### Met2 routing

The bar under the picture is 50 µm long.
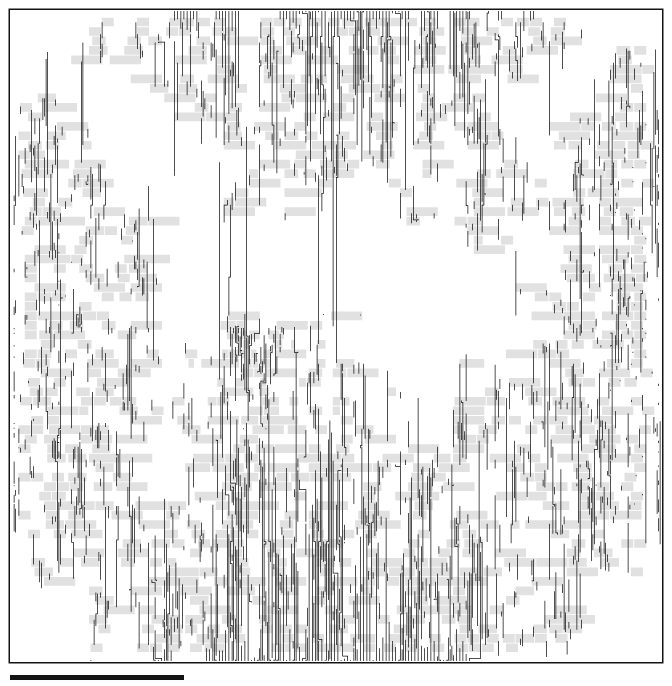
### Congestion heat map

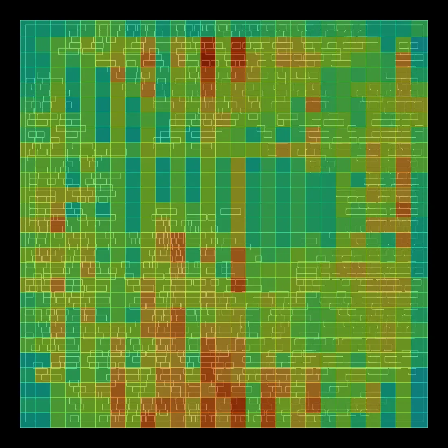
### Layout detail

The bar under the picture is 10 µm long. Window x 74 to 114, y 36 to 76 µm. Cells in grey, sequential cells in the stronger grey; small squares are vias.
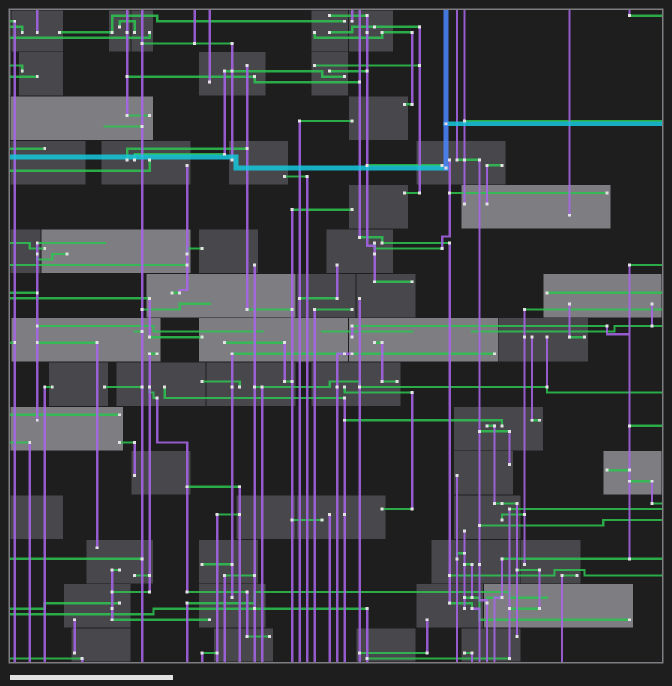
==> src/rtl/mips_pkg.sv <==
// Types and constants shared by the multicycle MIPS datapath front end and ControlUnit.
package mips_pkg;

  typedef enum logic {
    IDLE = 1'b0,
    BUSY = 1'b1
  } mem_state_e;

  typedef enum logic [1:0] {
    TGT_NONE = 2'd0,
    TGT_IR   = 2'd1,
    TGT_MDR  = 2'd2
  } read_tgt_e;

  localparam int OPCODE_MSB = 31;
  localparam int OPCODE_LSB = 26;
  localparam int FUNCT_MSB  = 5;
  localparam int FUNCT_LSB  = 0;

  localparam logic [31:0] RESET_PC_DEFAULT = 32'h0000_0000;

  // A store wins over a fetch, which wins over a load; a store has no read target.
  function automatic read_tgt_e select_target(input logic wr, input logic irw, input logic rd);
    if (wr)  return TGT_NONE;
    if (irw) return TGT_IR;
    if (rd)  return TGT_MDR;
    return TGT_NONE;
  endfunction

endpackage

==> src/rtl/mem_port_fsm.sv <==
// Shared memory port sequencer: IDLE/BUSY handshake, request capture, timeout and stall.
module mem_port_fsm
  import mips_pkg::*;
#(
  parameter int TIMEOUT = 16
) (
  input  logic        clk_i,
  input  logic        rst_i,
  input  logic        access_i,
  input  logic        we_i,
  input  logic [31:0] addr_i,
  input  logic [31:0] wdata_i,
  input  read_tgt_e   tgt_i,
  input  logic        mem_ready_i,
  output logic        mem_req_o,
  output logic        mem_we_o,
  output logic [31:0] mem_addr_o,
  output logic [31:0] mem_wdata_o,
  output logic        stall_o,
  output logic        done_o,
  output read_tgt_e   done_tgt_o,
  output logic        bus_error_o
);

  localparam int            CW       = $clog2(TIMEOUT + 1);
  localparam logic [CW-1:0] CNT_LAST = CW'(TIMEOUT - 1);
  localparam logic [CW-1:0] CNT_MAX  = '1;

  mem_state_e    state_q;
  logic [CW-1:0] cnt_q;
  logic          bus_error_q;
  logic          we_q;
  logic [31:0]   addr_q;
  logic [31:0]   wdata_q;
  read_tgt_e     tgt_q;

  logic busy;
  logic timeout_hit;

  always_comb begin
    busy        = (state_q == BUSY);
    timeout_hit = busy && (cnt_q == CNT_LAST);
    // Reset is folded in so the memory sees the request drop the instant reset rises.
    mem_req_o   = !rst_i && (busy || access_i);
    mem_we_o    = busy ? we_q    : we_i;
    mem_addr_o  = busy ? addr_q  : addr_i;
    mem_wdata_o = busy ? wdata_q : wdata_i;
    stall_o     = !rst_i && ((!busy && access_i && !mem_ready_i) ||
                             (busy && !mem_ready_i && !timeout_hit));
    done_o      = !rst_i && mem_ready_i && (busy || access_i);
    done_tgt_o  = busy ? tgt_q : tgt_i;
    bus_error_o = bus_error_q;
  end

  always_ff @(posedge clk_i or posedge rst_i) begin
    if (rst_i) begin
      state_q     <= IDLE;
      cnt_q       <= '0;
      bus_error_q <= 1'b0;
      we_q        <= 1'b0;
      addr_q      <= '0;
      wdata_q     <= '0;
      tgt_q       <= TGT_NONE;
    end else begin
      case (state_q)
        IDLE: begin
          if (access_i && !mem_ready_i) begin
            state_q <= BUSY;
            cnt_q   <= '0;
            we_q    <= we_i;
            addr_q  <= addr_i;
            wdata_q <= wdata_i;
            tgt_q   <= tgt_i;
          end
        end
        BUSY: begin
          if (mem_ready_i) begin
            state_q <= IDLE;
            cnt_q   <= '0;
          end else if (timeout_hit) begin
            // Abandon the access: no register is written and ControlUnit is released.
            state_q     <= IDLE;
            cnt_q       <= '0;
            bus_error_q <= 1'b1;
          end else if (cnt_q != CNT_MAX) begin
            cnt_q <= cnt_q + 1'b1;
          end
        end
        default: state_q <= IDLE;
      endcase
    end
  end

endmodule

==> src/rtl/fetch_mem_unit.sv <==
// Multicycle MIPS front end: PC, IR and MDR around one shared instruction/data memory port.
module fetch_mem_unit
  import mips_pkg::*;
#(
  parameter logic [31:0] RESET_PC = RESET_PC_DEFAULT,
  parameter int          TIMEOUT  = 16
) (
  input  logic        clock,
  input  logic        reset,
  input  logic        iord,
  input  logic        ir_write,
  input  logic        data_read,
  input  logic        mem_write,
  input  logic        pc_write,
  input  logic        branch,
  input  logic        zero,
  input  logic        pc_src,
  input  logic [31:0] alu_result,
  input  logic [31:0] alu_out,
  input  logic [31:0] store_data,
  output logic [31:0] pc,
  output logic [31:0] instr,
  output logic [31:0] mdr,
  output logic [5:0]  opcode,
  output logic [5:0]  funct,
  output logic        stall,
  output logic        bus_error,
  output logic        mem_req,
  output logic        mem_we,
  output logic [31:0] mem_addr,
  output logic [31:0] mem_wdata,
  input  logic [31:0] mem_rdata,
  input  logic        mem_ready
);

  logic [31:0] pc_q, pc_d;
  logic [31:0] ir_q, ir_d;
  logic [31:0] mdr_q, mdr_d;

  logic        access;
  read_tgt_e   req_tgt;
  logic [31:0] req_addr;
  logic        done;
  read_tgt_e   done_tgt;
  logic        pc_en;

  always_comb begin
    access   = mem_write || ir_write || data_read;
    req_tgt  = select_target(mem_write, ir_write, data_read);
    req_addr = iord ? alu_out : pc_q;
  end

  mem_port_fsm #(
    .TIMEOUT(TIMEOUT)
  ) u_mem_port_fsm (
    .clk_i       (clock),
    .rst_i       (reset),
    .access_i    (access),
    .we_i        (mem_write),
    .addr_i      (req_addr),
    .wdata_i     (store_data),
    .tgt_i       (req_tgt),
    .mem_ready_i (mem_ready),
    .mem_req_o   (mem_req),
    .mem_we_o    (mem_we),
    .mem_addr_o  (mem_addr),
    .mem_wdata_o (mem_wdata),
    .stall_o     (stall),
    .done_o      (done),
    .done_tgt_o  (done_tgt),
    .bus_error_o (bus_error)
  );

  // The PC may advance on a fetch's completing edge; the IR still gets the old-PC word.
  always_comb begin
    pc_en = (pc_write || (branch && zero)) && !stall;
    pc_d  = pc_q;
    if (pc_en) pc_d = pc_src ? alu_out : alu_result;
    ir_d  = (done && (done_tgt == TGT_IR))  ? mem_rdata : ir_q;
    mdr_d = (done && (done_tgt == TGT_MDR)) ? mem_rdata : mdr_q;
  end

  always_ff @(posedge clock or posedge reset) begin
    if (reset) begin
      pc_q  <= RESET_PC;
      ir_q  <= '0;
      mdr_q <= '0;
    end else begin
      pc_q  <= pc_d;
      ir_q  <= ir_d;
      mdr_q <= mdr_d;
    end
  end

  always_comb begin
    pc     = pc_q;
    instr  = ir_q;
    mdr    = mdr_q;
    opcode = ir_q[OPCODE_MSB:OPCODE_LSB];
    funct  = ir_q[FUNCT_MSB:FUNCT_LSB];
  end

endmodule

==> config.mk <==
export PLATFORM = sky130hd
export DESIGN_NAME = fetch_mem_unit
export DESIGN_NICKNAME = d
export VERILOG_FILES = /design/src/rtl/mips_pkg.sv /design/src/rtl/mem_port_fsm.sv /design/src/rtl/fetch_mem_unit.sv
export SDC_FILE = /design/constraint.sdc
export NUM_CORES = 1
export LEC_CHECK = 0
export CORE_MARGIN = 2
export CORE_UTILIZATION = 26
export CTS_CLUSTER_SIZE = 14
export DETAILED_ROUTE_END_ITERATION = 12
export PLACE_DENSITY = 0.49
export SLEW_MARGIN = 20
export SYNTH_ARGS = -nofsm -noshare
export SYNTH_HDL_FRONTEND = slang
export SYNTH_HIERARCHICAL = 1
export SYNTH_SLANG_ARGS = --single-unit
export TNS_END_PERCENT = 50
==> constraint.sdc <==
create_clock -name clock -period 4.1 [get_ports clock]
set_input_delay 0.82 -clock clock [delete_from_list [all_inputs] [get_ports clock]]
set_output_delay 0.82 -clock clock [all_outputs]
set_load 0.03 [all_outputs]
==> results.yml <==
# flow metrics
global_routing:
  grt_pass1_wl_um: 37400
hold_path:
  holdCritStartpoint: "u_mem_port_fsm/bus_error_o$_DFFE_PP0P_"
  hold_end: "u_mem_port_fsm/bus_error_o$_DFFE_PP0P_"
cts:
  cts-root-buf: "clkbuf_16"
  clk_path_buf_depth: 2
  post_cts_buffers: 0
  holdBufCountCts: 0
  h-tree-depth: 4
  cts.repair.resized: 0
run:
  maxCapViolations: 0
finish:
  antenna_cells: 0
  fin_util_pct: 38.3
  final_common_cell: "clkdlybuf4s50_1"
final_timing:
  whs_ns: 0.467
  final.setup.tns_ns: 0
  rsz0062_at_grt: "false"
  finalHoldViolCount: 0
  finalClockPeriodUsage_pct: 89.7
  fin_worst_skew_ns: 0.0160
  slew_violations: 0
  period_needed_ns: 3.68
  relSlewSlack_pct: 39.2
setup_path:
  reg2reg_to: "pc[23]$_DFFE_PP0P_"
  startpoint_type: "primary input"
  cp_max_fo: 32
  required_ns: 3.28
die:
  ios: 315
  fp-utilization_pct: 26.2
  die_x_um: 187
power:
  power_density_nw_per_um2: 626
  p_leak_nw: 5.43
drt:
  drc_errors: 0
  vias: 5568
  drt_wl_total_um: 23900
outcome:
  status: "finished, final reports clean"
placed_design:
  placed_area_um2: 12100
  hpwlAfterDp_um: 16500
synth:
  ys_cells: 552
  ys_seq_elements: 170
  synth_cells: 552
## Picture notes: 'Met2 routing'
share of all routed wire	48%
longest straight run	83.0 µm
nets with wire on the layer	934

## Picture notes: 'Congestion heat map'
GRT met3 Usage: 4.07%
Total GRT Usage: 13.8%
DR WL/cell: 18.2 µm

## Picture notes: 'Layout detail'
colour	layer
green	metal 1
purple	metal 2
blue	metal 4
cyan	metal 3
sequential cells in the window	10
most frequent	clkdlybuf4s50_1 (16), mux2_4 (9), dfrtp_1 (9)
cells with their middle in the window	50
netlist names of flops here include	`pc` (5), `u_mem_port_fsm/addr_q` (2)

## how the worst max path moves through the flow
stage | from | end | cells after the start
after detailed placement | iord | mem_addr[30] | 5
after CTS | iord | mem_addr[30] | 5
final | iord | mem_addr[30] | 5
after global placement | iord | mem_addr[30] | 5
after global routing | iord | mem_addr[2] | 5
after floorplan | reset | instr[0]$_DFFE_PP0P_ | 1
## state kept, by name, summed over array words and instances, names as in the netlist
name and flops:
u_mem_port_fsm/busy 1, u_mem_port_fsm/tgt_q 2, u_mem_port_fsm/we_q 1, instr 32, u_mem_port_fsm/addr_q 32, u_mem_port_fsm/wdata_q 32, u_mem_port_fsm/cnt_q 5, u_mem_port_fsm/bus_error_o 1
pc 32, mdr 32
## layer usage
metal,share of wire [%],track usage [%]
met1,46,17.8
met2,48,22.8
met3,5.4,4.07
met4,0.85,3.14
met5,0,0
## cells by family after synthesis
group                    synth area share (%)
multiplexers                             43.0
adder cells (fa/ha/maj)                 0.144
buffers and inverters                    5.10
flip-flops                               48.8
AND/OR/NAND/NOR                          1.92
AND-OR/OR-AND                           0.948
## cell type report
class	instances	area, µm²	area share, %
flip-flops and latches	170	4260	33.4
inverters	4	18.8	0.147
clock inverters	13	159	1.25
clock buffers	18	439	3.45
multi-input cells	333	4020	31.6
repair buffers	327	3280	25.8
well taps	448	561	4.40
## where the power goes
| group | switching, mW | internal, mW |
|---|---|---|
| sequential | 0.341 | 2.22 |
| clock | 0.762 | 0.932 |
| combinational | 1.85 | 1.86 |
| total | 2.96 | 5.02 |
## metrics by stage
stage | cells | total power [mW]
2_1_floorplan | 552 | 4.88
3_3_place_gp | 1282 | 6.34
3_5_place_dp | 1282 | 6.35
4_1_cts | 1313 | 8.11
5_1_grt | 1313 | 8.36
6_report | 1313 | 7.97
## worst max-delay path, cell delays in order
cell and delay [ns]:
clkdlybuf4s50_1 0.50, buf_12 0.25, mux2_2 0.38, mux2_2 0.26, clkdlybuf4s50_1 0.63
## synthesized netlist by cell type
cell type  instances  area share (%)
a21oi_1            4            0.23
a22o_1             1            0.10
a31o_2             1            0.10
a32o_1             1            0.11
and2_1             1           0.072
and2b_1            1           0.086
and3_1             2            0.14
buf_12             6             1.4
buf_2             10            0.57
buf_4             16             1.4
buf_6             12             1.6
clkbuf_1           1           0.043
dfrtp_1          170              49
ha_1               1            0.14
inv_1              4            0.17
mux2_1             2            0.26
mux2_2           175              23
mux2_4           117              20
nand2_1            4            0.17
nand2b_1           2            0.14
nand3_1            2            0.11
nand3b_2           2            0.26
nand4_1            1           0.072
nand4b_1           1            0.10
nor2_1             3            0.13
nor2_2             1           0.072
nor2b_1            1           0.072
nor2b_2            1            0.10
nor2b_4            1            0.16
nor3b_1            1           0.086
o2111ai_1          1            0.10
o211ai_1           1           0.086
o21ai_0            1           0.057
o22ai_1            1           0.072
o31ai_1            1           0.086
or2_2              1           0.072
or3_1              1           0.072
Power and IR drop assume default switching activity.
